**config.mk**
```make
export PLATFORM = sky130hd
export DESIGN_NAME = copperv_bus_arbiter_flat
export DESIGN_NICKNAME = d
export VERILOG_FILES = /design/src/rtl/copperv_bus_arbiter_if.sv /design/src/rtl/copperv_bus_arbiter.sv /design/src/flat_wrapper.sv
export SDC_FILE = /design/constraint.sdc
export NUM_CORES = 1
export LEC_CHECK = 0
export ABC_AREA = 1
export CAP_MARGIN = 25
export CORE_AREA = 5 5 119 121
export CTS_CLUSTER_SIZE = 20
export DETAILED_ROUTE_END_ITERATION = 7
export DIE_AREA = 0 0 124 126
export PLACE_DENSITY = 0.62
export SLEW_MARGIN = 0
export SYNTH_ARGS = -nofsm -noshare
export SYNTH_HDL_FRONTEND = slang
export SYNTH_SLANG_ARGS = --single-unit
```
**constraint.sdc**
```tcl
create_clock -name clk -period 2.3 [get_ports clk]
set_clock_uncertainty 0.05 [all_clocks]
set_input_delay 0.46 -clock clk [delete_from_list [all_inputs] [get_ports clk]]
set_output_delay 0.46 -clock clk [all_outputs]
set_load 0.05 [all_outputs]
```
**src/rtl/copperv_bus_arbiter_if.sv**
```systemverilog
// rtl/copperv_bus_arbiter_if.sv - Wishbone classic single-transfer bus bundle
interface copperv_bus_arbiter_if #(
  parameter int ADDR_WIDTH = 32,
  parameter int DATA_WIDTH = 32
);
  logic                    cyc;
  logic                    stb;
  logic                    we;
  logic [ADDR_WIDTH-1:0]   adr;
  logic [DATA_WIDTH-1:0]   dat_w;
  logic [DATA_WIDTH/8-1:0] sel;
  logic [DATA_WIDTH-1:0]   dat_r;
  logic                    ack;
  logic                    err;

  modport master (output cyc, stb, we, adr, dat_w, sel, input dat_r, ack, err);
  modport slave  (input cyc, stb, we, adr, dat_w, sel, output dat_r, ack, err);
  // memory side carries no error line
  modport mem_master (output cyc, stb, we, adr, dat_w, sel, input dat_r, ack);
  modport mem_slave  (input cyc, stb, we, adr, dat_w, sel, output dat_r, ack);
endinterface

```
**src/rtl/copperv_bus_arbiter.sv**
```systemverilog
// rtl/copperv_bus_arbiter.sv - two-master Wishbone arbiter with watchdog; ARB_ROUND_ROBIN_EN selects round-robin
module copperv_bus_arbiter #(
  parameter int ADDR_WIDTH     = 32,
  parameter int DATA_WIDTH     = 32,
  parameter int TIMEOUT_CYCLES = 255
) (
  input  logic                      clk,
  input  logic                      rst,
  copperv_bus_arbiter_if.slave      inst,
  copperv_bus_arbiter_if.slave      data,
  copperv_bus_arbiter_if.mem_master mem,
  output logic [1:0]                grant
);
  localparam int SEL_WIDTH = DATA_WIDTH / 8;
  localparam int CNT_WIDTH = (TIMEOUT_CYCLES > 0) ? $clog2(TIMEOUT_CYCLES + 1) : 1;
  localparam logic [CNT_WIDTH-1:0] CNT_LIMIT = CNT_WIDTH'(TIMEOUT_CYCLES);
  localparam bit WD_EN = (TIMEOUT_CYCLES != 0);

  typedef enum logic [1:0] {
    IDLE     = 2'b00,
    OWN_INST = 2'b01,
    OWN_DATA = 2'b10
  } state_t;

  state_t                state;
  logic                  last_data;
  logic [CNT_WIDTH-1:0]  wd_cnt;

  logic                  inst_req;
  logic                  data_req;
  logic                  pick_data;
  logic                  timeout;
  logic                  own_cyc;
  logic                  own_stb;
  logic                  own_we;
  logic [ADDR_WIDTH-1:0] own_adr;
  logic [DATA_WIDTH-1:0] own_dat_w;
  logic [SEL_WIDTH-1:0]  own_sel;

  assign inst_req = inst.cyc && inst.stb;
  assign data_req = data.cyc && data.stb;

`ifdef ARB_ROUND_ROBIN_EN
  assign pick_data = data_req && (!inst_req || !last_data);
`else
  assign pick_data = data_req;
`endif

  // Raw compare, deliberately not qualified by mem_ack so mem_cyc never depends on ack
  assign timeout = WD_EN && (state != IDLE) && (wd_cnt == CNT_LIMIT);

  always_comb begin
    own_cyc   = 1'b0;
    own_stb   = 1'b0;
    own_we    = 1'b0;
    own_adr   = '0;
    own_dat_w = '0;
    own_sel   = '0;
    case (state)
      OWN_INST: begin
        own_cyc   = inst.cyc;
        own_stb   = inst.cyc && inst.stb;
        own_we    = inst.we;
        own_adr   = inst.adr;
        own_dat_w = inst.dat_w;
        own_sel   = inst.sel;
      end
      OWN_DATA: begin
        own_cyc   = data.cyc;
        own_stb   = data.cyc && data.stb;
        own_we    = data.we;
        own_adr   = data.adr;
        own_dat_w = data.dat_w;
        own_sel   = data.sel;
      end
      default: ;
    endcase
  end

  assign mem.cyc   = own_cyc && !timeout;
  assign mem.stb   = own_stb && !timeout;
  assign mem.we    = own_we;
  assign mem.adr   = own_adr;
  assign mem.dat_w = own_dat_w;
  assign mem.sel   = own_sel;

  assign inst.dat_r = mem.dat_r;
  assign data.dat_r = mem.dat_r;
  assign inst.ack   = (state == OWN_INST) && mem.ack;
  assign data.ack   = (state == OWN_DATA) && mem.ack;
  assign inst.err   = (state == OWN_INST) && timeout && !mem.ack;
  assign data.err   = (state == OWN_DATA) && timeout && !mem.ack;

  always_ff @(posedge clk or negedge rst) begin
    if (!rst) begin
      state     <= IDLE;
      grant     <= 2'b00;
      wd_cnt    <= '0;
      last_data <= 1'b0;
    end else begin
      case (state)
        IDLE: begin
          wd_cnt <= '0;
          if (inst_req || data_req) begin
            if (pick_data) begin
              state     <= OWN_DATA;
              grant     <= 2'b10;
              last_data <= 1'b1;
            end else begin
              state     <= OWN_INST;
              grant     <= 2'b01;
              last_data <= 1'b0;
            end
          end
        end
        OWN_INST, OWN_DATA: begin
          if (mem.ack || !own_cyc || timeout) begin
            state <= IDLE;
            grant <= 2'b00;
          end else begin
            wd_cnt <= wd_cnt + 1'b1;
          end
        end
        default: begin
          state <= IDLE;
          grant <= 2'b00;
        end
      endcase
    end
  end
endmodule

```
**src/flat_wrapper.sv**
```systemverilog
// flat-port wrapper written by rule: the top's interface ports become plain ports
module copperv_bus_arbiter_flat 
#(
  parameter int ADDR_WIDTH     = 32,
  parameter int DATA_WIDTH     = 32,
  parameter int TIMEOUT_CYCLES = 255
)
  (clk, rst, grant, inst_cyc, inst_stb, inst_we, inst_adr, inst_dat_w, inst_sel, inst_dat_r, inst_ack, inst_err, data_cyc, data_stb, data_we, data_adr, data_dat_w, data_sel, data_dat_r, data_ack, data_err, mem_cyc, mem_stb, mem_we, mem_adr, mem_dat_w, mem_sel, mem_dat_r, mem_ack);
  copperv_bus_arbiter_if #(.ADDR_WIDTH(ADDR_WIDTH), .DATA_WIDTH(DATA_WIDTH)) inst_i ();
  copperv_bus_arbiter_if #(.ADDR_WIDTH(ADDR_WIDTH), .DATA_WIDTH(DATA_WIDTH)) data_i ();
  copperv_bus_arbiter_if #(.ADDR_WIDTH(ADDR_WIDTH), .DATA_WIDTH(DATA_WIDTH)) mem_i ();
  input  logic clk;
  input  logic rst;
  output logic [1:0] grant;
  input wire logic [$bits(inst_i.cyc)-1:0] inst_cyc;
  input wire logic [$bits(inst_i.stb)-1:0] inst_stb;
  input wire logic [$bits(inst_i.we)-1:0] inst_we;
  input wire logic [$bits(inst_i.adr)-1:0] inst_adr;
  input wire logic [$bits(inst_i.dat_w)-1:0] inst_dat_w;
  input wire logic [$bits(inst_i.sel)-1:0] inst_sel;
  output wire logic [$bits(inst_i.dat_r)-1:0] inst_dat_r;
  output wire logic [$bits(inst_i.ack)-1:0] inst_ack;
  output wire logic [$bits(inst_i.err)-1:0] inst_err;
  input wire logic [$bits(data_i.cyc)-1:0] data_cyc;
  input wire logic [$bits(data_i.stb)-1:0] data_stb;
  input wire logic [$bits(data_i.we)-1:0] data_we;
  input wire logic [$bits(data_i.adr)-1:0] data_adr;
  input wire logic [$bits(data_i.dat_w)-1:0] data_dat_w;
  input wire logic [$bits(data_i.sel)-1:0] data_sel;
  output wire logic [$bits(data_i.dat_r)-1:0] data_dat_r;
  output wire logic [$bits(data_i.ack)-1:0] data_ack;
  output wire logic [$bits(data_i.err)-1:0] data_err;
  output wire logic [$bits(mem_i.cyc)-1:0] mem_cyc;
  output wire logic [$bits(mem_i.stb)-1:0] mem_stb;
  output wire logic [$bits(mem_i.we)-1:0] mem_we;
  output wire logic [$bits(mem_i.adr)-1:0] mem_adr;
  output wire logic [$bits(mem_i.dat_w)-1:0] mem_dat_w;
  output wire logic [$bits(mem_i.sel)-1:0] mem_sel;
  input wire logic [$bits(mem_i.dat_r)-1:0] mem_dat_r;
  input wire logic [$bits(mem_i.ack)-1:0] mem_ack;
  assign inst_i.cyc = inst_cyc;
  assign inst_i.stb = inst_stb;
  assign inst_i.we = inst_we;
  assign inst_i.adr = inst_adr;
  assign inst_i.dat_w = inst_dat_w;
  assign inst_i.sel = inst_sel;
  assign inst_dat_r = inst_i.dat_r;
  assign inst_ack = inst_i.ack;
  assign inst_err = inst_i.err;
  assign data_i.cyc = data_cyc;
  assign data_i.stb = data_stb;
  assign data_i.we = data_we;
  assign data_i.adr = data_adr;
  assign data_i.dat_w = data_dat_w;
  assign data_i.sel = data_sel;
  assign data_dat_r = data_i.dat_r;
  assign data_ack = data_i.ack;
  assign data_err = data_i.err;
  assign mem_cyc = mem_i.cyc;
  assign mem_stb = mem_i.stb;
  assign mem_we = mem_i.we;
  assign mem_adr = mem_i.adr;
  assign mem_dat_w = mem_i.dat_w;
  assign mem_sel = mem_i.sel;
  assign mem_i.dat_r = mem_dat_r;
  assign mem_i.ack = mem_ack;
  copperv_bus_arbiter #(.ADDR_WIDTH(ADDR_WIDTH), .DATA_WIDTH(DATA_WIDTH), .TIMEOUT_CYCLES(TIMEOUT_CYCLES)) u_core (.clk(clk), .rst(rst), .inst(inst_i), .data(data_i), .mem(mem_i), .grant(grant));
endmodule
```
==> images/met3.png <==
(3 px per um)
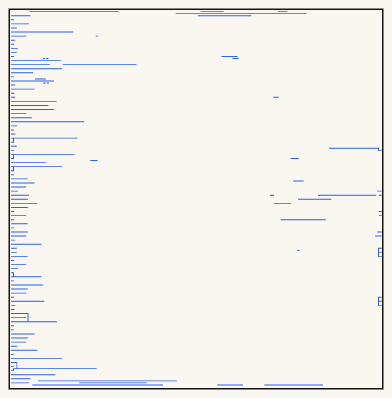
nets with wire on the layer: 106
wire length on this layer: 931 um
main direction: horizontal
share of all routed wire: 7.9%
Routed Wire Length: 11,800 um
Via Count: 2,983

==> images/registers.png <==
(4 px per um) Other cells in grey.
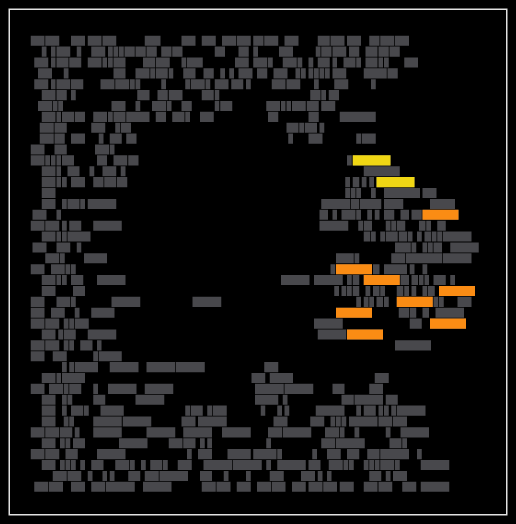
| colour | netlist name | flops |
|---|---|---|
| yellow | u_core.grant | 2 |
| orange | u_core.wd_cnt | 8 |
P_seq: 235 uW
FF/Latch Area: 252.7 um^2

==> images/metal_stack.png <==
(3 px per um) Two of the layers only.
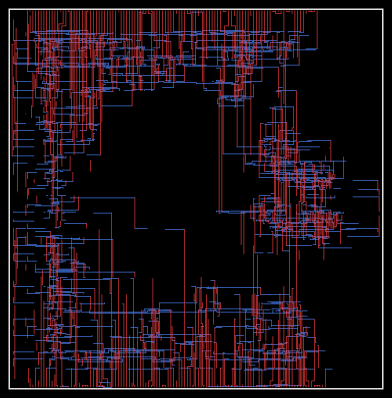
| colour | layer | wire length |
|---|---|---|
| blue | met1 | 4,050 um |
| red | met2 | 6,630 um |
WL/cell: 16.37 um
GRT Total Usage: 0.1419

==> images/cell_classes.png <==
(2 px per um)
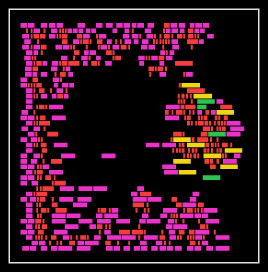
| colour | class | cells | share of their area |
|---|---|---|---|
| yellow | flops | 10 | 5.3% |
| red | all other logic | 300 | 36% |
| magenta | other buffers and delay cells | 231 | 57% |
| green | clock drivers and dummy loads | 4 | 1.9% |
core area: 0.01298 mm^2
sequential share of cell area: 0.05036
post-route cell area: 0.005019 mm^2
Final Util: 0.3866
num rows: 42

==> images/final_placement.png <==
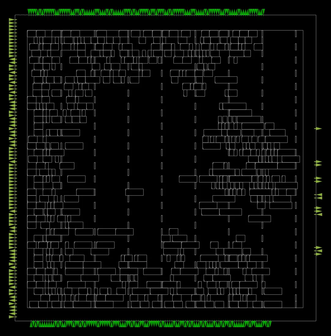
sequential cell count: 10
fill cell count: 1,353
Taps Inserted: 176
Layout Cells excl Fill: 721

==> GITHUB_STEP_SUMMARY <==
### Flow metrics

| Metric | Value |
|---|---|
| Run status | `complete, no violations` |
| Metal-1 WL | `4054 um` |
| R2R depth | `10` |
| Clock network power share | `0.059` |
| Largest net degree at the start of global routing | `38` |
| Most frequent logic cell in the layout | `nand2_1` |
| Met3 global-route usage | `0.04574` |
| Global-route wire length before repair | `about 18,000 um` |
| HP Class | `reg2reg` |
| Critical path peak fanout | `37` |
| Root buf cell | `clkbuf_16` |
| Hold depth | `2` |
| Max reg flops | `8` |
| Clkbuf count | `4` |
| Hold slack | `0.4891 ns` |
| Crit path kind | `reg2out` |
| CTS Buffer Depth | `2` |
| Sequential share of power | `0.039` |
| Leading cell kind | `non-clock buffers` |
| Die height | `between 100 and 150 um` |
| CP required | `around 1.8 ns` |
| Syn. warnings | `0` |
| Internal power | `between 2000 and 2500 uW` |
| Vias in the first global route | `between 3,000 and 4,000` |
| DR vias/cell | `4.137` |
| Registers, synthesis | `10` |
| Final HPWL DP | `10,140 um` |
| Reg-to-reg slack, setup | `0.50 ns` |
| Share of layout cells above drive strength 1 | `0.3248` |
| Htree depth | `1` |
| Post-CTS Setup Inserts | `0` |
| Synth top cell by count | `nand2_1` |
| Worst Hold Endpoint | `u_core.wd_cnt[7]` |
| R2r startpoint | `u_core.grant[0]` |
| Pre-CTS WS | `approximately 0.19 ns` |
| CP peak stage delay | `approximately 0.41 ns` |
| DRT antenna net count | `0` |
| DRT Pass-1 Iters | `5` |
| Fin nets | `between 700 and 800` |
| Worst path slowest cell | `dfrtp_2` |
| Post-Place Cell Area | `roughly 0.0048 mm^2` |
| CP endpoint | `mem_adr[20]` |
| Syn avg cell area | `between 5 and 6 um^2` |
| Nonclk buf count | `approximately 230` |
| Crit Reg-Reg Endpoint | `u_core.wd_cnt[3]` |
| Logic gate share of total power | `0.902` |
| Clock latency at the later pin of the worst-skew pair | `0.24 ns` |
Power figures rest on the tool's default switching activity, not on a simulated workload.
